$ cat src/rtl/volume_level_gen.sv
// volume_level_gen: turns a stream of unsigned microphone samples into a
// 0..15 volume bar level, refreshed once per WINDOW samples.
//
// Each sample becomes an amplitude above the silence midpoint. The largest
// amplitude in a window sets the target level (128 amplitude codes per
// step). A louder window raises the bar at once. A quieter window lowers it
// one step per window, or drops it straight to the target when DECAY_EN=0.
// While hold is high the bar stays frozen, but the window timing keeps running.
//
// State table:
//   state  | meaning
//   ACCUM  | collecting samples for the current window
//   UPDATE | one cycle after a window closes; outputs refresh at its end
//
// Ports:
//   clk           system clock
//   rst           synchronous active-high reset
//   sample_valid  one-cycle strobe qualifying mic_in
//   mic_in        12-bit unsigned microphone sample
//   hold          freezes volume_level (level_valid/peak_amp still update)
//   volume_level  registered bar level 0..15
//   level_valid   one-cycle pulse per completed window
//   peak_amp      peak amplitude of the last completed window
module volume_level_gen #(
  parameter int WINDOW   = 4000,
  parameter int MIDPOINT = 2048,
  parameter bit DECAY_EN = 1'b1
) (
  input  logic        clk,
  input  logic        rst,
  input  logic        sample_valid,
  input  logic [11:0] mic_in,
  input  logic        hold,
  output logic [3:0]  volume_level,
  output logic        level_valid,
  output logic [10:0] peak_amp
);

  localparam int             CW       = $clog2(WINDOW);
  localparam logic [CW-1:0]  CNT_LAST = CW'(WINDOW - 1);

  typedef enum logic {ACCUM, UPDATE} state_t;

  state_t        state_q, state_d;
  logic [CW-1:0] cnt;
  logic [10:0]   peak;
  logic [10:0]   win_peak;
  logic [10:0]   amp;
  logic [10:0]   peak_max;
  logic          window_end;
  logic [3:0]    target;
  logic [3:0]    level_d;
  int            diff;

  // Amplitude above midpoint; values below silence clamp to 0. A very small
  // MIDPOINT could push the difference past 11 bits, so saturate instead of wrap.
  always_comb begin
    diff = int'(mic_in) - MIDPOINT;
    amp  = '0;
    if (diff > 2047)
      amp = 11'h7FF;
    else if (diff > 0)
      amp = diff[10:0];
  end

  assign peak_max   = (amp > peak) ? amp : peak;
  assign window_end = sample_valid && (cnt == CNT_LAST);
  assign target     = win_peak[10:7];

  always_comb begin
    state_d = state_q;
    level_d = volume_level;
    case (state_q)
      ACCUM: begin
        if (window_end)
          state_d = UPDATE;
      end
      UPDATE: begin
        state_d = ACCUM;
        if (!hold) begin
          if (target >= volume_level)
            level_d = target;
          else if (DECAY_EN)
            level_d = volume_level - 4'd1;  // target < level, so never wraps
          else
            level_d = target;
        end
      end
      default: state_d = ACCUM;
    endcase
  end

  always_ff @(posedge clk) begin
    if (rst) begin
      state_q      <= ACCUM;
      cnt          <= '0;
      peak         <= '0;
      win_peak     <= '0;
      volume_level <= '0;
      level_valid  <= 1'b0;
      peak_amp     <= '0;
    end else begin
      state_q     <= state_d;
      level_valid <= (state_q == UPDATE);
      // Accumulation runs regardless of state: a sample in the UPDATE cycle
      // is sample 0 of the following window.
      if (sample_valid) begin
        if (window_end) begin
          win_peak <= peak_max;
          peak     <= '0;
          cnt      <= '0;
        end else begin
          peak <= peak_max;
          cnt  <= cnt + CW'(1);
        end
      end
      if (state_q == UPDATE) begin
        peak_amp     <= win_peak;
        volume_level <= level_d;
      end
    end
  end

endmodule

$ cat config.mk
export PLATFORM = sky130hd
export DESIGN_NAME = volume_level_gen
export DESIGN_NICKNAME = d
export VERILOG_FILES = /design/src/rtl/volume_level_gen.sv
export SDC_FILE = /design/constraint.sdc
export NUM_CORES = 1
export LEC_CHECK = 0
export ABC_AREA = 1
export CELL_PAD_IN_SITES_DETAIL_PLACEMENT = 1
export CELL_PAD_IN_SITES_GLOBAL_PLACEMENT = 2
export CORE_MARGIN = 4
export CORE_UTILIZATION = 32
export CTS_CLUSTER_SIZE = 20
export DETAILED_ROUTE_END_ITERATION = 8
export GPL_TIMING_DRIVEN = 0
export HOLD_SLACK_MARGIN = 0.1
export PLACE_DENSITY_LB_ADDON = 0.1
export SYNTH_ARGS = -nofsm -noshare
export SYNTH_HDL_FRONTEND = slang
export SYNTH_SLANG_ARGS = --single-unit
$ cat constraint.sdc
create_clock -name clk -period 2.65 [get_ports clk]
set_input_delay 0.265 -clock clk [delete_from_list [all_inputs] [get_ports clk]]
set_output_delay 0.265 -clock clk [all_outputs]
set_load 0.005 [all_outputs]
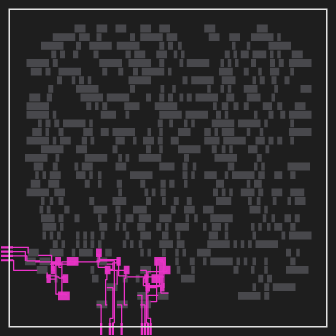
Figure 1: wires at chosen ports, followed through buffers.
Key: mic_in = magenta [bits 12, direction input, edge 8 bottom, 4 left, end cells 16, buffers 13, wire 362 um]
# port buffers: 31
boundary pin count: 32

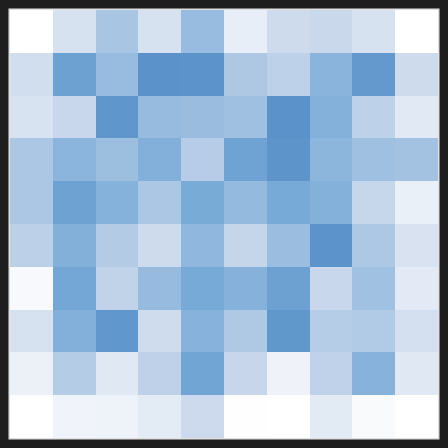
Figure 2: local utilization.
The die is cut into 10 by 10 equal tiles; white is low, dark blue is high, 0 to 100% covered.
The fullest tile reaches 60%. The densest ninth of the die: middle. 6.0% of the tiles are nearly empty. The mean over all tiles is 32%.
fin util: 39.88%
total core area: 0.008217 mm^2

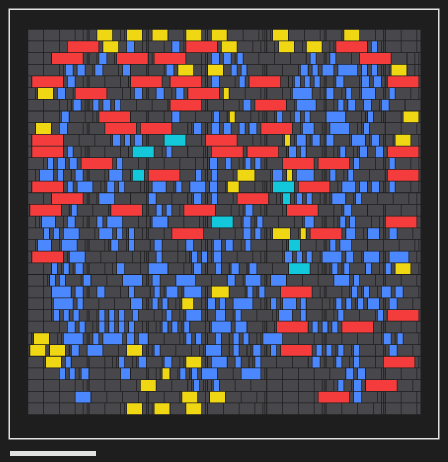
Figure 3: cell classes on the final placement.
The bar under the picture is 20 um long. Fill, decap, tap and diode cells in gray.
Key: registers = red [cells 51, share of their area 32%]; clock drivers and dummy loads = cyan [cells 8, share of their area 2.8%]; remaining logic cells = blue [cells 304, share of their area 53%]; remaining buffers and delay cells = yellow [cells 42, share of their area 12%]

==> Table 3: Implementation characteristics <==
Table: implementation figures

Parameter                              Value

Critical path
  R2r startpoint .................. peak[10]
  CP max FO .................. 10
  WS Path Type .................. in2reg
  Critical path's slowest cell .................. sky130_fd_sc_hd__clkdlybuf4s50_1
  R2r endpoint .................. win_peak[8]
  R2R setup slack .................. 0.82 ns
  Data arrival time of the critical path .................. around 2.7 ns
  Critical Path Max Stage Delay .................. between 0.4 and 0.5 ns
  Kind of end point of the critical path .................. flip-flop
  Cell mode on critical path .................. sky130_fd_sc_hd__nand2_1

Synthesis
  Post-synthesis cell type with the largest instance count .................. sky130_fd_sc_hd__nand2_1
  Cells after Synth .................. about 370
  Area leader, netlist .................. sky130_fd_sc_hd__dfxtp_1
  Average footprint of a synthesized cell .................. ~7.4 um^2
  Number of enable-type register cells in the synthesized netlist .................. 0
  Number of flip-flops and latches in the synthesized netlist .................. 51
  Mapped cell area .................. roughly 0.0027 mm^2
  Area fraction of the dominant cell type after synthesis .................. 37.95%
  Synthesis Warnings .................. 0
  Synthesized netlist net count .................. approximately 400
  Sequential share of the synthesized area .................. 37.95%
  Share of flip-flops with an asynchronous set or reset .................. 0%
  Most common reg cell .................. sky130_fd_sc_hd__dfxtp_1

Run
  Max-Cap Viols .................. 0
  Log Warnings .................. 26

Global routing
  GRT overflow .................. 0
  First-pass GRT wire length .................. approximately 12 mm
  Pin count of the biggest net entering global routing .................. 17

Clock network
  Gates resized, CTS repair .................. 0
  Sink Count .................. around 51
  Latency at later pin .................. 0.30 ns
  Worst-path clk slew .................. roughly 0.1 ns
  H-Tree Level Count .................. 2
  Post-CTS Hold Fix Bufs .................. 0
  Setup fix buffers added after clock tree synthesis .................. 0
  Root Driver .................. sky130_fd_sc_hd__clkbuf_8
  Clock tree from TritonCTS .................. built
  Total clock buffers created by CTS .................. 5

Final timing
  TNS Setup .................. 0 ns
  Final period util .................. 93.75%
  Worst slew pin tran .................. 0.6547 ns
  Final period demand of the worst path .................. approximately 2.5 ns
  Count of final hold-check violations .................. 0
  Total setup violations reported at the end of the flow .................. 0

Floorplan
  Horizontal extent of the die .................. 99.69 um
  Chip Area .................. approximately 0.0099 mm^2
  Core Util at FP .................. about 33%

Layout
  Fraction of layout instances using a drive strength above 1 .................. around an eighth
  Post-synthesis to final-layout area growth .................. 21.81%
  Final non-filler cell total .................. about 510

Placed design
  Post-detailed-placement half-perimeter wirelength .................. between 5 and 6 mm
  Routability congestion estimate .................. between 0.7 and 0.8

Power and ir drop
  Standby leakage power .................. 0.001363 uW
  Portion of total power attributed to the clock network .................. a little over a quarter
  Portion of total power attributed to combinational logic .................. about a quarter
  Overall power .................. between 1500 and 2000 uW
  Cell Pwr Density .................. slightly above 500 mW/mm^2
  Relative contribution of sequential cells to total power .................. between 40% and 50%

Drt
  Count of TritonRoute iterations in the first routing pass .................. 4
  Highest metal layer used by the detailed router .................. met4
  Routed met1 length .................. 3.237 mm
  Via Count .................. about 2.5k
  Number of DRC markers in iteration 0 .................. 57

Min path
  Worst Min Path Start .................. state_q
  Terminating pin of the worst hold path .................. state_q

Run status
  Run status .................. complete, no violations
## power groups by stage
stage | combinational, uW | clock (uW) | sequential (uW)
after floorplan | 293 | 0 | 824
after global placement | 388 | 0 | 828
after detailed placement | 399 | 0 | 829
after CTS | 402 | 479 | 811
after global routing | 474 | 512 | 814
final | 411 | 452 | 811
## worst max-delay path by stage
stage,startpoint,to,slack [ns]
after floorplan,mic_in[6],peak[0],0.61
after global placement,mic_in[5],win_peak[8],-0.21
after detailed placement,mic_in[5],win_peak[8],-0.24
after CTS,mic_in[5],win_peak[8],0.1
after global routing,mic_in[6],win_peak[2],-0.04
final,mic_in[6],win_peak[8],0.17
## area by class of cell
type	count	area, um^2	area share (%)
clock buffers	5	68.82	2.100
multi-input cells	245	1431	43.68
repair buffers	31	310.3	9.469
inverters	59	221.5	6.758
plain buffers	11	72.57	2.215
flip-flops and latches	51	1021	31.16
clock inverters	3	20.02	0.6109
well taps	105	131.4	4.009
## per-stage QoR
| step | instance area [um^2] | hold WS (ns) | setup slack, ns | util (%) |
|---|---|---|---|---|
| after floorplan | 2690 | 0.3596 | 0.6148 | - |
| after CTS | 3221 | 0.4289 | 0.09578 | 39.20 |
| final | 3277 | 0.4230 | 0.1655 | 39.88 |
| after global placement | 3132 | 0.4140 | -0.2115 | 38.11 |
| after detailed placement | 3132 | 0.4148 | -0.2375 | 38.11 |
| after global routing | 3277 | 0.4451 | -0.03508 | 39.88 |
## critical path, delay by kind of cell
family	cells	cell delay (ns)
compound gates	1	0.09
fa+ha+maj	1	0.27
buf+inv	4	0.73
simple gates	12	1.34
## cells by family (layout without fill, tap and decap cells)
family,Yosys count,count (layout),share of synthesized area [%]
buffers and inverters,70,109,10.65
DFF,51,51,37.95
xor gates and xnor gates,4,4,1.303
AOI/OAI and AO/OA,63,63,13.30
and+or+nand+nor,160,161,28.88
adders and majority gates,17,17,7.907
## state kept, by name (all words and copies together) (netlist names)
signal	cells
cnt	12
win_peak	11
volume_level	4
state_q	1
level_valid	1
peak	11
peak_amp	11
## per-layer routing
metal / vias up / GRT usage (%)
met5: - / 0
met4: 0 / 4.412
met3: 8 / 2.665
met2: 25 / 25.09
met1: 1168 / 19.12
li1: 1272 / -
## cells in the final DEF (no fill, tap or decap), types with 8 or more instances in the layout
| cell type | n |
|---|---|
| sky130_fd_sc_hd__nand2_1 | 65 |
| sky130_fd_sc_hd__a21oi_2 | 8 |
| sky130_fd_sc_hd__nor2_1 | 21 |
| sky130_fd_sc_hd__nand3_2 | 17 |
| sky130_fd_sc_hd__clkdlybuf4s50_1 | 31 |
| sky130_fd_sc_hd__o21ai_0 | 31 |
| sky130_fd_sc_hd__inv_1 | 57 |
| sky130_fd_sc_hd__nand3_1 | 41 |
| sky130_fd_sc_hd__ha_1 | 17 |
| sky130_fd_sc_hd__dfxtp_1 | 51 |
| sky130_fd_sc_hd__a21oi_1 | 18 |
No activity file was given, so power comes from the tool's default toggle rates.
